File: src/rtl/iopmp_error_capture_ctrl.sv
// Captures IOPMP violation reports from all checker channels into one shared error record.
// Per-channel one-entry pending buffers are drained round-robin; the record stays locked until software clears it.
module iopmp_error_capture_ctrl #(
    parameter  int unsigned IOPMPNumChan = 2,
    parameter  int unsigned AddrWidth    = 64,
    parameter  int unsigned IdWidth      = 16,
    parameter  int unsigned DropCntWidth = 8,
    localparam int unsigned ChanW        = (IOPMPNumChan > 1) ? $clog2(IOPMPNumChan) : 1
) (
    input  logic                                     clk_i,
    input  logic                                     rst_ni,
    input  logic [IOPMPNumChan-1:0]                  err_valid_i,
    input  logic [IOPMPNumChan-1:0][1:0]             err_ttype_i,
    input  logic [IOPMPNumChan-1:0][2:0]             err_etype_i,
    input  logic [IOPMPNumChan-1:0][AddrWidth-1:0]   err_addr_i,
    input  logic [IOPMPNumChan-1:0][IdWidth-1:0]     err_id_i,
    input  logic                                     sw_clear_i,
    input  logic                                     err_ie_i,
    output logic                                     rec_v_o,
    output logic [1:0]                               rec_ttype_o,
    output logic [2:0]                               rec_etype_o,
    output logic [31:0]                              rec_addr_o,
    output logic [AddrWidth-33:0]                    rec_addrh_o,
    output logic [IdWidth-1:0]                       rec_id_o,
    output logic [ChanW-1:0]                         rec_chan_o,
    output logic                                     err_wr_en_o,
    output logic                                     irq_o,
    output logic [IOPMPNumChan-1:0]                  pend_o,
    output logic [DropCntWidth-1:0]                  drop_cnt_o
);

    typedef enum logic [0:0] {
        ST_IDLE = 1'b0,
        ST_HOLD = 1'b1
    } state_e;

    state_e                                   state_q;
    logic [IOPMPNumChan-1:0]                  pend_q;
    logic [IOPMPNumChan-1:0][1:0]             ent_ttype_q;
    logic [IOPMPNumChan-1:0][2:0]             ent_etype_q;
    logic [IOPMPNumChan-1:0][AddrWidth-1:0]   ent_addr_q;
    logic [IOPMPNumChan-1:0][IdWidth-1:0]     ent_id_q;
    logic [ChanW-1:0]                         last_grant_q;
    logic [DropCntWidth-1:0]                  drop_cnt_q;
    logic [DropCntWidth-1:0]                  drop_cnt_d;
    logic                                     rec_v_q;
    logic [1:0]                               rec_ttype_q;
    logic [2:0]                               rec_etype_q;
    logic [AddrWidth-1:0]                     rec_addr_q;
    logic [IdWidth-1:0]                       rec_id_q;
    logic [ChanW-1:0]                         rec_chan_q;
    logic                                     wr_en_q;

    logic                                     grant_valid_s;
    logic [ChanW-1:0]                         grant_idx_s;
    logic [ChanW-1:0]                         cand_s;
    logic [IOPMPNumChan-1:0]                  grant_vec_s;
    logic [IOPMPNumChan-1:0]                  accept_s;
    logic [IOPMPNumChan-1:0]                  drop_s;
    logic [DropCntWidth+4:0]                  drop_sum_s;

    // Round-robin pick: scan from farthest to nearest after last_grant so the nearest set bit wins.
    always_comb begin
        grant_valid_s = 1'b0;
        grant_idx_s   = '0;
        cand_s        = '0;
        if (state_q == ST_IDLE) begin
            for (int k = int'(IOPMPNumChan); k >= 1; k--) begin
                cand_s = ChanW'((int'(last_grant_q) + k) % int'(IOPMPNumChan));
                if (pend_q[cand_s]) begin
                    grant_valid_s = 1'b1;
                    grant_idx_s   = cand_s;
                end else begin
                    grant_valid_s = grant_valid_s;
                end
            end
        end else begin
            grant_valid_s = 1'b0;
        end
    end

    // Per-channel acceptance; a buffer being drained this cycle can take a new report.
    always_comb begin
        grant_vec_s = '0;
        accept_s    = '0;
        drop_s      = '0;
        for (int i = 0; i < int'(IOPMPNumChan); i++) begin
            grant_vec_s[i] = grant_valid_s && (grant_idx_s == ChanW'(i));
            accept_s[i]    = err_valid_i[i] && (err_ttype_i[i] != 2'b00);
            drop_s[i]      = accept_s[i] && pend_q[i] && !grant_vec_s[i];
        end
    end

    // Saturating drop counter accumulation across all channels.
    always_comb begin
        drop_sum_s = {5'b00000, drop_cnt_q};
        for (int i = 0; i < int'(IOPMPNumChan); i++) begin
            drop_sum_s = drop_sum_s + {{(DropCntWidth+4){1'b0}}, drop_s[i]};
        end
        if (drop_sum_s > {5'b00000, {DropCntWidth{1'b1}}}) begin
            drop_cnt_d = '1;
        end else begin
            drop_cnt_d = drop_sum_s[DropCntWidth-1:0];
        end
    end

    // Pending buffers and drop counter.
    always_ff @(posedge clk_i) begin
        if (!rst_ni) begin
            pend_q      <= '0;
            ent_ttype_q <= '0;
            ent_etype_q <= '0;
            ent_addr_q  <= '0;
            ent_id_q    <= '0;
            drop_cnt_q  <= '0;
        end else begin
            for (int i = 0; i < int'(IOPMPNumChan); i++) begin
                if (accept_s[i] && !drop_s[i]) begin
                    pend_q[i]      <= 1'b1;
                    ent_ttype_q[i] <= err_ttype_i[i];
                    ent_etype_q[i] <= err_etype_i[i];
                    ent_addr_q[i]  <= err_addr_i[i];
                    ent_id_q[i]    <= err_id_i[i];
                end else if (grant_vec_s[i]) begin
                    pend_q[i] <= 1'b0;
                end
            end
            drop_cnt_q <= drop_cnt_d;
        end
    end

    // Record FSM: capture the granted entry in IDLE, hold it until software clears.
    always_ff @(posedge clk_i) begin
        if (!rst_ni) begin
            state_q      <= ST_IDLE;
            rec_v_q      <= 1'b0;
            rec_ttype_q  <= '0;
            rec_etype_q  <= '0;
            rec_addr_q   <= '0;
            rec_id_q     <= '0;
            rec_chan_q   <= '0;
            wr_en_q      <= 1'b0;
            last_grant_q <= ChanW'(IOPMPNumChan - 1);
        end else begin
            case (state_q)
                ST_IDLE: begin
                    if (grant_valid_s) begin
                        rec_ttype_q  <= ent_ttype_q[grant_idx_s];
                        rec_etype_q  <= ent_etype_q[grant_idx_s];
                        rec_addr_q   <= ent_addr_q[grant_idx_s];
                        rec_id_q     <= ent_id_q[grant_idx_s];
                        rec_chan_q   <= grant_idx_s;
                        rec_v_q      <= 1'b1;
                        wr_en_q      <= 1'b1;
                        last_grant_q <= grant_idx_s;
                        state_q      <= ST_HOLD;
                    end else begin
                        wr_en_q <= 1'b0;
                    end
                end
                ST_HOLD: begin
                    wr_en_q <= 1'b0;
                    if (sw_clear_i) begin
                        rec_v_q <= 1'b0;
                        state_q <= ST_IDLE;
                    end
                end
                default: begin
                    rec_v_q <= 1'b0;
                    wr_en_q <= 1'b0;
                    state_q <= ST_IDLE;
                end
            endcase
        end
    end

    assign rec_v_o     = rec_v_q;
    assign rec_ttype_o = rec_ttype_q;
    assign rec_etype_o = rec_etype_q;
    assign rec_addr_o  = rec_addr_q[31:0];
    assign rec_addrh_o = rec_addr_q[AddrWidth-1:32];
    assign rec_id_o    = rec_id_q;
    assign rec_chan_o  = rec_chan_q;
    assign err_wr_en_o = wr_en_q;
    assign irq_o       = rec_v_q & err_ie_i;
    assign pend_o      = pend_q;
    assign drop_cnt_o  = drop_cnt_q;

endmodule
File: config.mk
export PLATFORM = sky130hd
export DESIGN_NAME = iopmp_error_capture_ctrl
export DESIGN_NICKNAME = d
export VERILOG_FILES = /design/src/rtl/iopmp_error_capture_ctrl.sv
export SDC_FILE = /design/constraint.sdc
export NUM_CORES = 1
export LEC_CHECK = 0
export CAP_MARGIN = 20
export CORE_UTILIZATION = 30
export DETAILED_ROUTE_END_ITERATION = 16
export PLACE_DENSITY_LB_ADDON = 0.15
export SKIP_CTS_REPAIR_TIMING = 1
export SYNTH_ARGS = -nofsm -noshare
export SYNTH_HDL_FRONTEND = slang
export SYNTH_SLANG_ARGS = --single-unit
File: constraint.sdc
create_clock -name clk_i -period 3 [get_ports clk_i]
set_clock_uncertainty 0.05 [all_clocks]
set_input_delay 0.6 -clock clk_i [delete_from_list [all_inputs] [get_ports clk_i]]
set_output_delay 0.6 -clock clk_i [all_outputs]
set_load 0.02 [all_outputs]
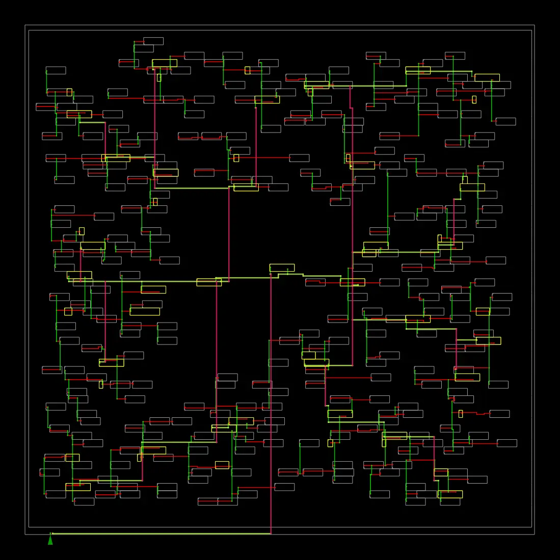
*Clock routing, run 1*
clock network power: 0.00359 W
final sequential cell count: 270
number of clock buffers inserted by TritonCTS: 31
clock net sink count: 270

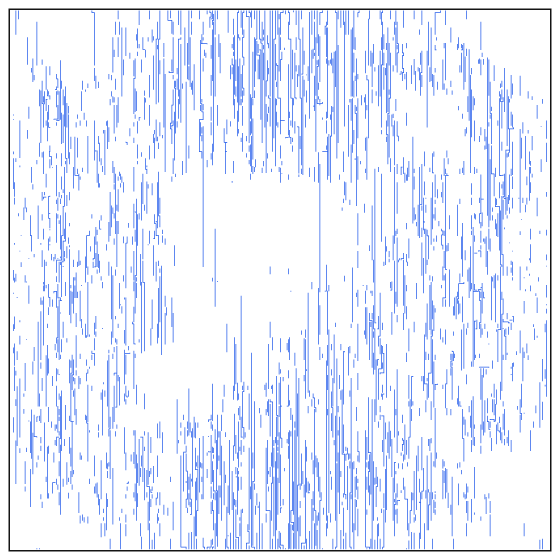
*M2 wires, run 1*
longest straight run: 68.2 um
share of all routed wire: 45%
main direction: vertical
wire length on this layer: 14100 um
nets with wire on the layer: 1285

==> run notes, run 1 <==
This memo summarizes the results of the implementation run.

Final timing
The hold violation total from the final report is 0. The final layout reports a setup TNS of 0 ns. Post-route period utilization is reported as 0.8118.

The post-layout worst setup margin is 0.5646 ns. The last timing report of the flow puts the setup violation total at 0. Static timing analysis puts the maximum clock frequency at 410.6 MHz. The measured slew at the worst slew-check pin is 0.6009 ns. The worst-case max-slew headroom was logged as 0.5994.

Final hold analysis gives a worst-case slack of 0.3827 ns. The final max-slew violation count recorded for this run is 0. Setup repair after global routing left no endpoint under its margin. The final critical-path required period is 2.435 ns.

Worst setup path
The capturing element type of the critical path is a register. The flop-to-flop setup slack is 0.56 ns. STA lists the maximum fanout along the critical path as 7.

Looking at the reg2reg group, the worst path starts from pend_o[1]. At the worst endpoint, the required time is 3.44 ns. In the setup report, the worst path falls into the class reg -> reg. Per STA, the startpoint of the critical path is pend_o[1]. The critical path startpoint category is a register. According to the timing report, the arrival time at the worst endpoint equals 2.88 ns.

Synthesis
The cell count after synthesis is 1292. The post-synth net total is 1470. The post-synthesis average cell area is 8.174 um^2.

The count of flip-flops with a built-in enable after synthesis is 0. Of the post-synthesis cell area, the dominant cell type holds 0.5118. The sequential share of the synthesized area is 0.5118. The distinct cell type count of the synthesized netlist is 35. The predominant post-synthesis flop cell is dfxtp_1. The synthesized netlist occupies a cell area of 0.01056 mm^2.

Warnings reported by Yosys during synthesis add up to 0. Looking at area per cell type in the netlist, the leader is dfxtp_1. Ranked by total cell area, the synthesized netlist is headed by dfxtp_1 51%, nand2_1 9.2%, nor3_1 8.1%. Yosys reported a register bit count of 270. The fraction of registers with async set or reset after synthesis is 0. After synthesis, the design contains 1292 cells according to Yosys.

The Yosys chip area is 0.01056 mm^2.

Clock network
In the CTS report, the clock slew at the register clock pins of the worst setup and hold paths is listed as 0.06 ns. The master cell of the clock root buffer is clkbuf_16. The clock insertion delay at the later pin of the skew report is 0.55 ns. The clock tree from TritonCTS is yes. In this run the number of H-tree levels came out at 1. The number of buffers on the longest clock path is 3.

Placement
The HPWL after detailed placement is 19400 um. RePlAce ended its routability-driven mode at a weighted congestion of 0.7333. STA on the placed design reports a worst setup slack of 0.05972 ns. The buffer_ports step reported a buffer count of 274.

The instance count after placement with tap cells included is 1927.

Worst hold path
Per the hold report, the tightest min-delay path originates at rst_ni. The type of the tightest min-delay check is in -> reg.

Layout
The share of layout cells above drive strength 1 is 0.05039. The finished layout reports a core utilization of 0.4231. The antenna diode count is 0.

The area growth from synthesis to layout is 38.73%. In the layout the commonest cells are 273 x clkdlybuf4s50_1, 270 x dfxtp_1, 259 x nand2_1. The final net count is 1683.

The final report lists a non-filler cell total of 1983. The most instantiated logic cell after routing is clkdlybuf4s50_1.

GRT
The first global-routing pass estimated 49760 um of wire. The largest net degree at the start of global routing is 87. The initial antenna violation count was 3.

The overall track demand over capacity in global routing is 0.1714. The global route stage reports its total congestion overflow as 0. The via count of the first global-routing pass came to 9109.

Pwr
The peak supply drop is 428.6 uV. Per the summary, power density relative to cell area is 626.4 mW/mm^2. The static power due to leakage is 5.694 nW.

Floorplan
The total core area is 0.03463 mm^2. The report lists the number of standard-cell rows as 68. The number of top-level design ports is 275. The die area is 0.03596 mm^2. The vertical extent of the die is 189.6 um.

The die width is 189.6 um. The share of the core area taken by cells at floorplan is 0.3050.

Outcome
The run finished with clean final reports.

Job
Warnings raised by the tools during the run amount to 26. The count of maximum capacitance violations is 0.

Routing
The mean routed wirelength per cell is 15.84 um. The iteration-0 DRC count of the detailed router is 484. The remaining design rule violation count is 0.

The number of nets still failing antenna checks after routing is 0. For this block, the via count after detailed routing is 9324. The final wirelength is 31420 um. Dividing the detail-routed via count by the number of cells gives 4.702. The number of iterations in the first detailed-routing pass is 4.
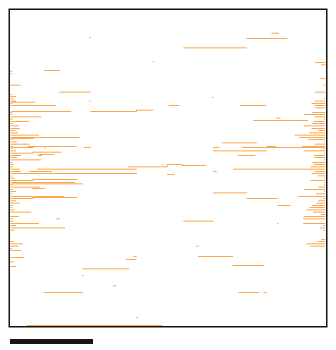
*Met3 routing, run 1*
Scale bar: 50 um.
nets with wire on the layer: 152
wire length on this layer: 1960 um
share of all routed wire: 6.3%
longest straight run: 81.2 um

-- run 1: worst paths after layout --
path	cells past startpoint	to
setup / recovery	9	drop_cnt_o[2]
hold / removal	2	last_grant_q
setup reg to reg	9	drop_cnt_o[2]
hold reg to reg	2	ent_ttype_q[1]
-- run 1: per-layer routing --
metal	vias to the layer above	GRT usage	share of wire
li1	4798	-	-
met1	4270	0.2266	0.47
met2	206	0.2821	0.45
met3	44	0.04095	0.062
met4	6	0.03722	0.017
met5	-	0	0.0015
-- run 1: worst max-delay path: stages (launching register included) --
cell	delay, ns
dfxtp_1	0.50
nor2b_1	0.20
o21ai_2	0.11
or2_2	0.32
fa_1	0.38
inv_1	0.10
ha_1	0.16
nand2_1	0.08
nor2_1	0.30
o21a_1	0.18
-- run 1: final cells by class --
type | count | area [um^2]
inverters | 4 | 15.01
multi-input cells | 903 | 4638
clock buffers | 47 | 895.9
well taps | 455 | 569.3
clock inverters | 9 | 72.57
repair buffers | 295 | 3055
flip-flops and latches | 270 | 5405
fillers | 3478 | 19980
-- run 1: sequential cells by signal (all words and copies together) (netlist names) --
| signal | flops |
|---|---|
| rec_chan_o | 1 |
| drop_cnt_o | 8 |
| err_wr_en_o | 1 |
| rec_id_o | 16 |
| last_grant_q | 1 |
| rec_etype_o | 3 |
| rec_addr_q | 64 |
| ent_id_q | 32 |
| ent_ttype_q | 4 |
| rec_v_o | 1 |
| pend_o | 2 |
| rec_ttype_o | 2 |
| ent_addr_q | 128 |
| ent_etype_q | 6 |
| state_q | 1 |
-- run 1: report_power, final --
part	total [W]	internal [W]	switching, W
clock network	0.00359	0.00212	0.00146
logic	0.00156	0.000717	0.000840
registers	0.00403	0.00388	0.000156
-- run 1: cells by family (layout without fill, tap and decap cells) --
group / Yosys count / in the layout / share of synthesized area
flops: 270 / 270 / 0.5118
simple gates: 623 / 623 / 0.2565
buf+inv: 119 / 355 / 0.05236
compound gates: 192 / 192 / 0.09513
mux: 83 / 83 / 0.07866
xor+xnor: 3 / 3 / 0.002488
fa+ha+maj: 2 / 2 / 0.003080
-- run 1: cells in the mapped netlist, types with 3 or more instances --
master    number
dfxtp_1      270
nand2_1      260
nor3_1       170
nor2_1        89
o21ai_1       88
nand3_1       86
o21ai_0       86
mux2i_1       83
clkbuf_1      75
buf_2         25
buf_4          8
o21a_1         7
buf_6          6
and2_1         4
and3_1         4
inv_1          4
nand4_1        3
nor2b_1        3
-- run 1: metrics by stage --
stage | power (W) | instance area [um^2]
finish | 0.009178 | 14650
global route | 0.009611 | 14650
CTS | 0.009319 | 14650
detailed placement | 0.005684 | 13680
global placement | 0.005675 | 13680
floorplan | 0.004919 | 10560
### Met1 routing, run 1

Scale bar: 50 um. Cells faint in the background.
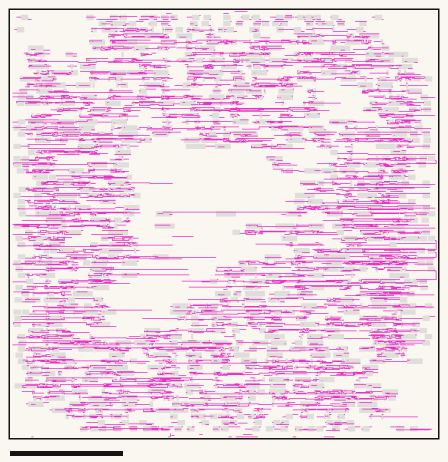

==> inputs of run 2 (changes only) <==
clock period = 2.3 ns   (was 3 ns; I/O delays follow)
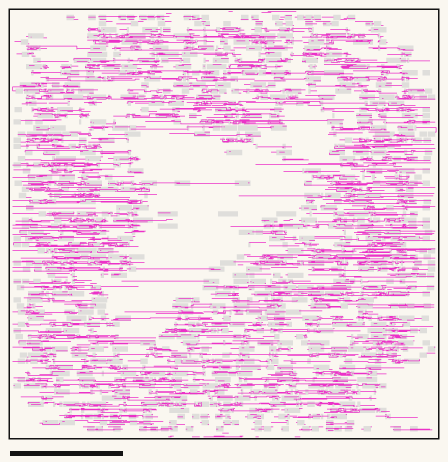
*Met1 routing, run 2*
Scale bar: 50 um. Cells faint in the background.
nets with wire on the layer: 1530
wire length on this layer: 15100 um
longest straight run: 40.9 um
share of all routed wire: 48%

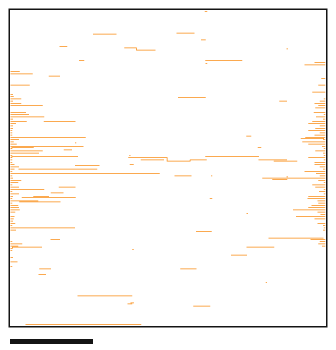
*Met3 routing, run 2*
Scale bar: 50 um.
longest straight run: 89.2 um
share of all routed wire: 5.1%
wire length on this layer: 1610 um
nets with wire on the layer: 157
main direction: horizontal

==> run notes, run 2 <==
This memo summarizes the results of the implementation run.

Worst setup path
The buffering stage count on the worst path with inverters included came to 1 (unchanged). Listed in order, past its start point the critical path passes clkdlybuf4s50_1. The critical path data arrival time is 1.70 ns (-1.18 ns). The cell family contributing the most delay on the critical path is buffers and inverters. The worst setup path is launched from a register. The slowest stage cell on the critical path is clkdlybuf4s50_1. The maximum single-stage delay on the critical path is 0.70 ns (+0.20 ns).

The data required time at the worst endpoint is 1.79 ns (-1.65 ns). The worst setup path is of the reg -> out kind. The capturing element type of the critical path is a primary output. The maximum fanout along the worst path is 5 (-2).

Pwr
The total power divided by cell area came to 806.9 mW/mm^2 (+29%). The peak supply drop came to 639.8 uV (+49%). The static power due to leakage was 5.778 nW (+1.5%). The overall power was 0.01196 W (+30%).

Final timing
Setup repair after global routing left no endpoint under its margin. The tightest hold margin is 0.2961 ns (-0.08663 ns). The hold violation total from the final report came to 0 (unchanged). Post-route period utilization is reported as 0.9603. The post-layout worst setup margin is 0.09129 ns (-0.4733 ns). The count of final setup violators is 0 (unchanged). The final tally of max-slew violations is 0 (unchanged). The final critical-path required period is 2.209 ns. The relative slew slack is 0.6738 (+0.07436). Per the timing report, the achievable frequency comes out to 452.8 MHz. The measured slew at the worst slew-check pin is 0.4893 ns (-0.1115 ns).

Floorplan
The total number of placement rows is 68 (unchanged). The vertical extent of the die is 189.6 um (unchanged). The total core area is 0.03463 mm^2 (unchanged). The die area came to 0.03596 mm^2 (unchanged).

The number of top-level design ports was 275 (unchanged). The die width came to 189.6 um (unchanged). The floorplan core density was 0.3050 (unchanged).

GRT
The overall track demand over capacity in global routing was 0.1734 (+0.001946). The initial antenna violation count was 2 (-1). The met1 global-route usage is 0.2296 (+0.002947). The met2 layer usage reported by global route is 0.2852 (+0.003099).

The total congestion overflow after global routing was 0 (unchanged). The via count of the first global-routing pass came to 9191 (+0.90%). The layer carrying the most global-route usage is met2. The first-pass GRT wire length is 50340 um (+1.2%).

The largest net degree at the start of global routing is 75 (-14%). The met3 capacity usage during global routing is 0.03468 (-0.006272).

Layout
The register cell area after layout was 0.005405 mm^2 (unchanged). The most common logic cells in the final layout are 273 x clkdlybuf4s50_1, 270 x dfxtp_1, 259 x nand2_1. The end-of-flow core utilization is 0.4280 (+0.004878). The final instance area is 0.01482 mm^2 (+1.2%). The final net count was 1696 (+0.77%). The count of filler cells inserted in the layout is 3492 (+0.40%). Counting only logic cells after layout, the most numerous master is clkdlybuf4s50_1. The area overhead of the layout relative to synthesis is 40.33%. The flip-flop count of the largest register, all copies and words added is 128 (unchanged). The share of layout cells above drive strength 1 came to 0.06169 (+0.01130). The top register by number of flip-flops is ent_addr_q.

The area of the multi-input gates is 0.004643 mm^2 (+0.11%). The registers reported with the highest flop counts are ent_addr_q x128, rec_addr_q x64, ent_id_q x32.

Worst hold path
The type of the tightest min-delay check is in -> reg.

Synthesis
Per the synthesis report, the dominant area consumer among library cells is dfxtp_1. The library cell with the highest instance count after synthesis is dfxtp_1. The cell count after synthesis was 1292 (unchanged).

The distinct cell type count of the synthesized netlist was 35 (unchanged). The predominant post-synthesis flop cell is dfxtp_1. The number of warnings reported in the yosys synthesis log came to 0 (unchanged). The fraction of registers with async set or reset after synthesis is 0 (unchanged). The count of flip-flops with a built-in enable after synthesis came to 0 (unchanged). The fraction of synthesized cell area taken by the top area cell type is 0.5118 (unchanged). The Yosys chip area is 0.01056 mm^2 (unchanged).

The post-synth net total was 1470 (unchanged). For reference, the top cells by area after synthesis are dfxtp_1 51%, nand2_1 9.2%, nor3_1 8.1%. The post-synthesis average cell area is 8.174 um^2 (unchanged). The register bit total from synthesis is 270 (unchanged). Yosys reports that the most numerous cell types are 270 x dfxtp_1, 260 x nand2_1, 170 x nor3_1.

The number of cells in Yosys stat came to 1292 (unchanged). The total standard cell area after synthesis is 0.01056 mm^2 (unchanged). The sequential share of the synthesized area is 0.5118 (unchanged).

Routing
The number of nets still failing antenna checks after routing is 0 (unchanged). The post-detailed-route via-to-cell ratio is 4.754 (+1.1%). The final wirelength was 31780 um (+1.2%). The mean routed wirelength per cell was 15.92 um (+0.50%).

The via count came to 9488 (+1.8%). The remaining design rule violation count is 0 (unchanged). The iteration-0 DRC count of the detailed router is 481 (-0.62%).

The number of iterations in the first detailed-routing pass is 4 (unchanged).

Clock network
The number of CTS-inserted buffers is 30 (-3.2%). The register clock-pin slew on the reported worst setup and hold paths is 0.06 ns (about the same). The clock tree from TritonCTS is yes. The number of buffers on the longest clock path was 3 (unchanged). The total number of H-tree levels was 1 (unchanged). The count of clock tree sinks was 270 (unchanged). The clock insertion delay at the later pin of the skew report is 0.55 ns (about the same). Clock tree synthesis selected as its root buffer the cell clkbuf_16.

Job
The number of warning messages in the logs is 26 (unchanged). The count of maximum capacitance violations is 0 (unchanged).

Placement
The worst slack after detailed placement came to -0.4378 ns (-0.4975 ns). The global placer's final weighted congestion is 0.7431 (+1.3%). The instance area at placement came to 0.01386 mm^2 (+1.3%). The port buffer count was 274 (unchanged). The HPWL after detailed placement was 19930 um (+2.7%).

Outcome
The run finished with clean final reports.
-- run 2: cell types whose count changed in the layout (fill, tap and decap cells not counted), sizes merged --
cell,change
clkinvlp,+1
bufinv,-1
diode,+1
clkinv,+1
buf,+14
clkbuf,-3
-- run 2: logic make-up (layout without fill, tap and decap cells) --
group                      Yosys count  after routing  synth area share
DFF                                270            270            0.5118
AOI/OAI and AO/OA                  192            192           0.09513
xor gates and xnor gates             3              3          0.002488
muxes                               83             83           0.07866
adders and majority gates            2              2          0.003080
and+or+nand+nor                    623            623            0.2565
buffers and inverters              119            367           0.05236
other                                0              1                 0
-- run 2: final timing paths --
check                                    start              to  slack [ns]  depth (start not counted)
worst min-delay path                    rst_ni    ent_id_q[30]        0.30                          3
worst max register to register       pend_o[1]   drop_cnt_o[6]        0.17                         10
worst max-delay path                 pend_o[0]       pend_o[0]        0.09                          1
worst min register to register  ent_ttype_q[0]  ent_ttype_q[0]        0.40                          2
-- run 2: area by class of cell --
| type | instances | share of cell area |
|---|---|---|
| flip-flops and latches | 270 | 0.3647 |
| repair buffers | 309 | 0.2183 |
| well taps | 455 | 0.03841 |
| inverters | 4 | 0.001013 |
| diodes | 1 | 0.0001688 |
| clock buffers | 44 | 0.06036 |
| clock inverters | 10 | 0.003715 |
| multi-input cells | 903 | 0.3133 |
-- run 2: report_power, final --
part | internal [W] | leakage (nW) | total [W] | switching (W)
sequential | 0.00506 | 2.22 | 0.00525 | 0.000195
clock | 0.00267 | 0.471 | 0.00461 | 0.00194
combinational | 0.000981 | 3.09 | 0.00210 | 0.00112
-- run 2: metal layers --
layer  vias to the layer above  wire length [um]
li1                       4821                 -
met1                      4410             15120
met2                       209             14270
met3                        46              1614
met4                         2               761
met5                         -                 9
-- run 2: through the flow --
step / setup TNS (ns) / instances
after floorplan: 0 / 1292
after global placement: -2.756 / 1941
after detailed placement: -2.877 / 1941
after CTS: 0 / 1995
after global routing: 0 / 1996
final: 0 / 1996
### M2 wires, run 2

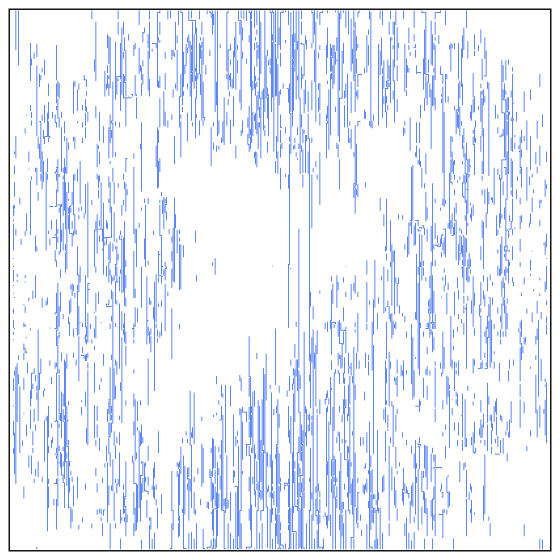

==> inputs of run 3 (changes only) <==
CTS_CLUSTER_DIAMETER = 150   (was unset)
RECOVER_POWER = 25   (was unset)
SLEW_MARGIN = 20   (was unset)
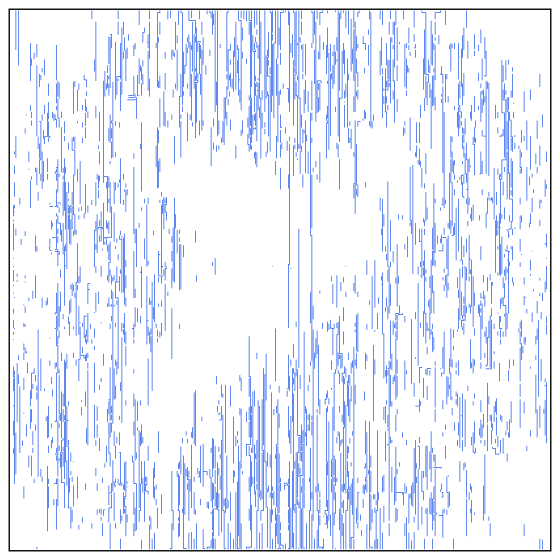
*M2 wires, run 3*
share of all routed wire: 44%
nets with wire on the layer: 1339
longest straight run: 67.0 um
main direction: vertical

==> run notes, run 3 <==
This memo summarizes the results of the implementation run.

GRT
The overall track demand over capacity in global routing is 0.1734 (unchanged). The first-pass GRT wire length is 50340 um (unchanged). The largest net degree at the start of global routing was 75 (unchanged). The initial antenna violation count is 2 (unchanged).

Worst hold path
The cell depth of the worst hold path is 3 (unchanged). The type of the tightest min-delay check is in -> reg.

Layout
Per the cell usage report, the commonest logic cell in the layout is clkdlybuf4s50_1. The top register by number of flip-flops is ent_addr_q. The largest registers in the layout are ent_addr_q x128, rec_addr_q x64, ent_id_q x32.

The non-filler instance count after layout is 1997 (+0.050%). The area overhead of the layout relative to synthesis is 39.55%. By instance count after routing, the leading logic cell types are 273 x clkdlybuf4s50_1, 270 x dfxtp_1, 259 x nand2_1. The share of layout cells above drive strength 1 is 0.05779 (-0.003896).

Floorplan
The vertical extent of the die came to 189.6 um (unchanged). The total core area was 0.03463 mm^2 (unchanged). The total number of placement rows is 68 (unchanged). The floorplan core density is 0.3050 (unchanged). The die area is 0.03596 mm^2 (unchanged).

Synthesis
The post-synthesis average cell area is 8.174 um^2 (unchanged). The Yosys chip area is 0.01056 mm^2 (unchanged). The post-synth net total is 1470 (unchanged). The count of flip-flops with a built-in enable after synthesis came to 0 (unchanged).

The fraction of registers with async set or reset after synthesis came to 0 (unchanged). The total standard cell area after synthesis came to 0.01056 mm^2 (unchanged). Of all cell types, the one taking the most synthesized area is dfxtp_1. The register bit total from synthesis came to 270 (unchanged).

Pwr
The peak supply drop is 639.5 uV (about the same). The static power due to leakage is 5.741 nW (-0.63%). The total power divided by cell area is 808.5 mW/mm^2 (+0.20%).

Worst setup path
The slowest stage cell on the critical path is clkdlybuf4s50_1. The maximum single-stage delay on the critical path came to 0.66 ns (-0.04 ns). The flop-to-flop setup slack was 0.15 ns (-0.02 ns). The critical path data arrival time came to 1.68 ns (-0.02 ns). In this run the worst setup path begins at pend_o[1]. The maximum fanout along the worst path is 6 (+1).

The data required time at the worst endpoint was 1.79 ns (about the same). The length in cells of the worst reg-to-reg path is 6 (-4). The endpoint of the worst register-to-register path is ent_id_q[7]. The startpoint-to-endpoint class of the critical path is reg -> out. The critical path startpoint category is a register.

Final timing
The maximum clock rate came to 457.4 MHz (+1.0%). The final tally of max-slew violations is 0 (unchanged). The relative slew slack came to 0.4744 (-0.1994). The measured slew at the worst slew-check pin is 0.7885 ns (+0.2991 ns).

Setup repair after global routing left no endpoint under its margin. The count of final setup violators is 0 (unchanged). The share of the clock period used by the worst path was 0.9505 (-0.009789).

Clock network
The clock insertion delay at the later pin of the skew report came to 0.55 ns (about the same). The count of clock tree sinks was 270 (unchanged). The number of buffers on the longest clock path is 3 (unchanged). The number of CTS-inserted buffers is 30 (unchanged). The master cell of the clock root buffer is clkbuf_16.

The register clock-pin slew on the reported worst setup and hold paths is 0.06 ns (about the same).

Routing
The number of iterations in the first detailed-routing pass came to 4 (unchanged). The remaining design rule violation count is 0 (unchanged). The iteration-0 DRC count of the detailed router is 416 (-14%).

Placement
The global placer's final weighted congestion is 0.7431 (unchanged). The worst slack after detailed placement came to -0.4378 ns (unchanged).

Outcome
The run finished with clean final reports.

Job
The number of warning messages in the logs is 26 (unchanged).
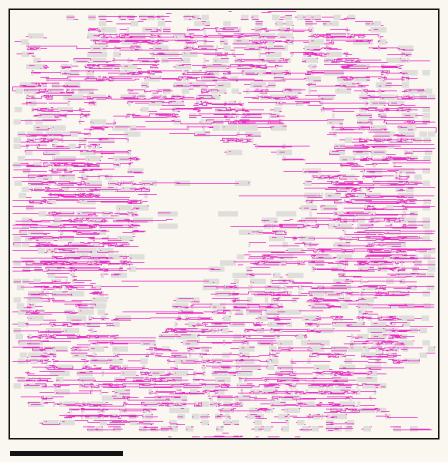
*Met1 routing, run 3*
Scale bar: 50 um. Cells faint in the background.
main direction: horizontal
share of all routed wire: 48%
longest straight run: 44.6 um
nets with wire on the layer: 1531
wire length on this layer: 15300 um

run 3: worst max path at each step:
| stage | end | slack, ns | cells past startpoint |
|---|---|---|---|
| 6_report | pend_o[1] | 0.11 | 2 |
| 5_1_grt | ent_id_q[11] | 0.004 | 6 |
| 4_1_cts | pend_o[0] | 0.06 | 1 |
| 3_5_place_dp | drop_cnt_o[6] | -0.44 | 9 |
| 3_3_place_gp | drop_cnt_o[6] | -0.41 | 9 |
| 2_1_floorplan | drop_cnt_o[6] | 0.04 | 9 |
run 3: final cells by class:
class | count | area, um^2
Antenna cell | 2 | 5.005
Clock buffer | 44 | 894.6
Clock inverter | 10 | 55.05
Fill cell | 3503 | 19890
Inverter | 4 | 15.01
Multi-Input combinational cell | 903 | 4618
Sequential cell | 270 | 5405
Tap cell | 455 | 569.3
Timing Repair Buffer | 309 | 3176
run 3: critical path: cells and delay by family (launching register included):
kind,cells,cell delay (ns)
flops,1,0.32
buf+inv,2,0.81
run 3: power by group:
group	total (W)	internal (W)	switching [W]
Combinational	0.00206	0.000953	0.00110
Clock	0.00461	0.00267	0.00194
Sequential	0.00525	0.00506	0.000194
run 3: metrics by stage:
stage                     area [um^2]    util  power, W
after global placement          13860  0.4003  0.007460
after global routing            14740  0.4255   0.01248
final                           14740  0.4256   0.01192
after floorplan                 10560       -  0.006416
after detailed placement        13860  0.4003  0.007472
after CTS                       14810  0.4278   0.01212
run 3: kinds of logic after synthesis:
logic type | share of synthesized area
fa+ha+maj | 0.003080
compound gates | 0.09513
simple gates | 0.2565
buf+inv | 0.05236
xor+xnor | 0.002488
flops | 0.5118
mux | 0.07866
run 3: metal layers:
layer / GRT usage / share of wire
met5: 0 / 0.00028
met4: 0.04808 / 0.024
met1: 0.2296 / 0.48
met2: 0.2852 / 0.44
met3: 0.03468 / 0.051
Power is estimated from default activity; no workload was simulated.
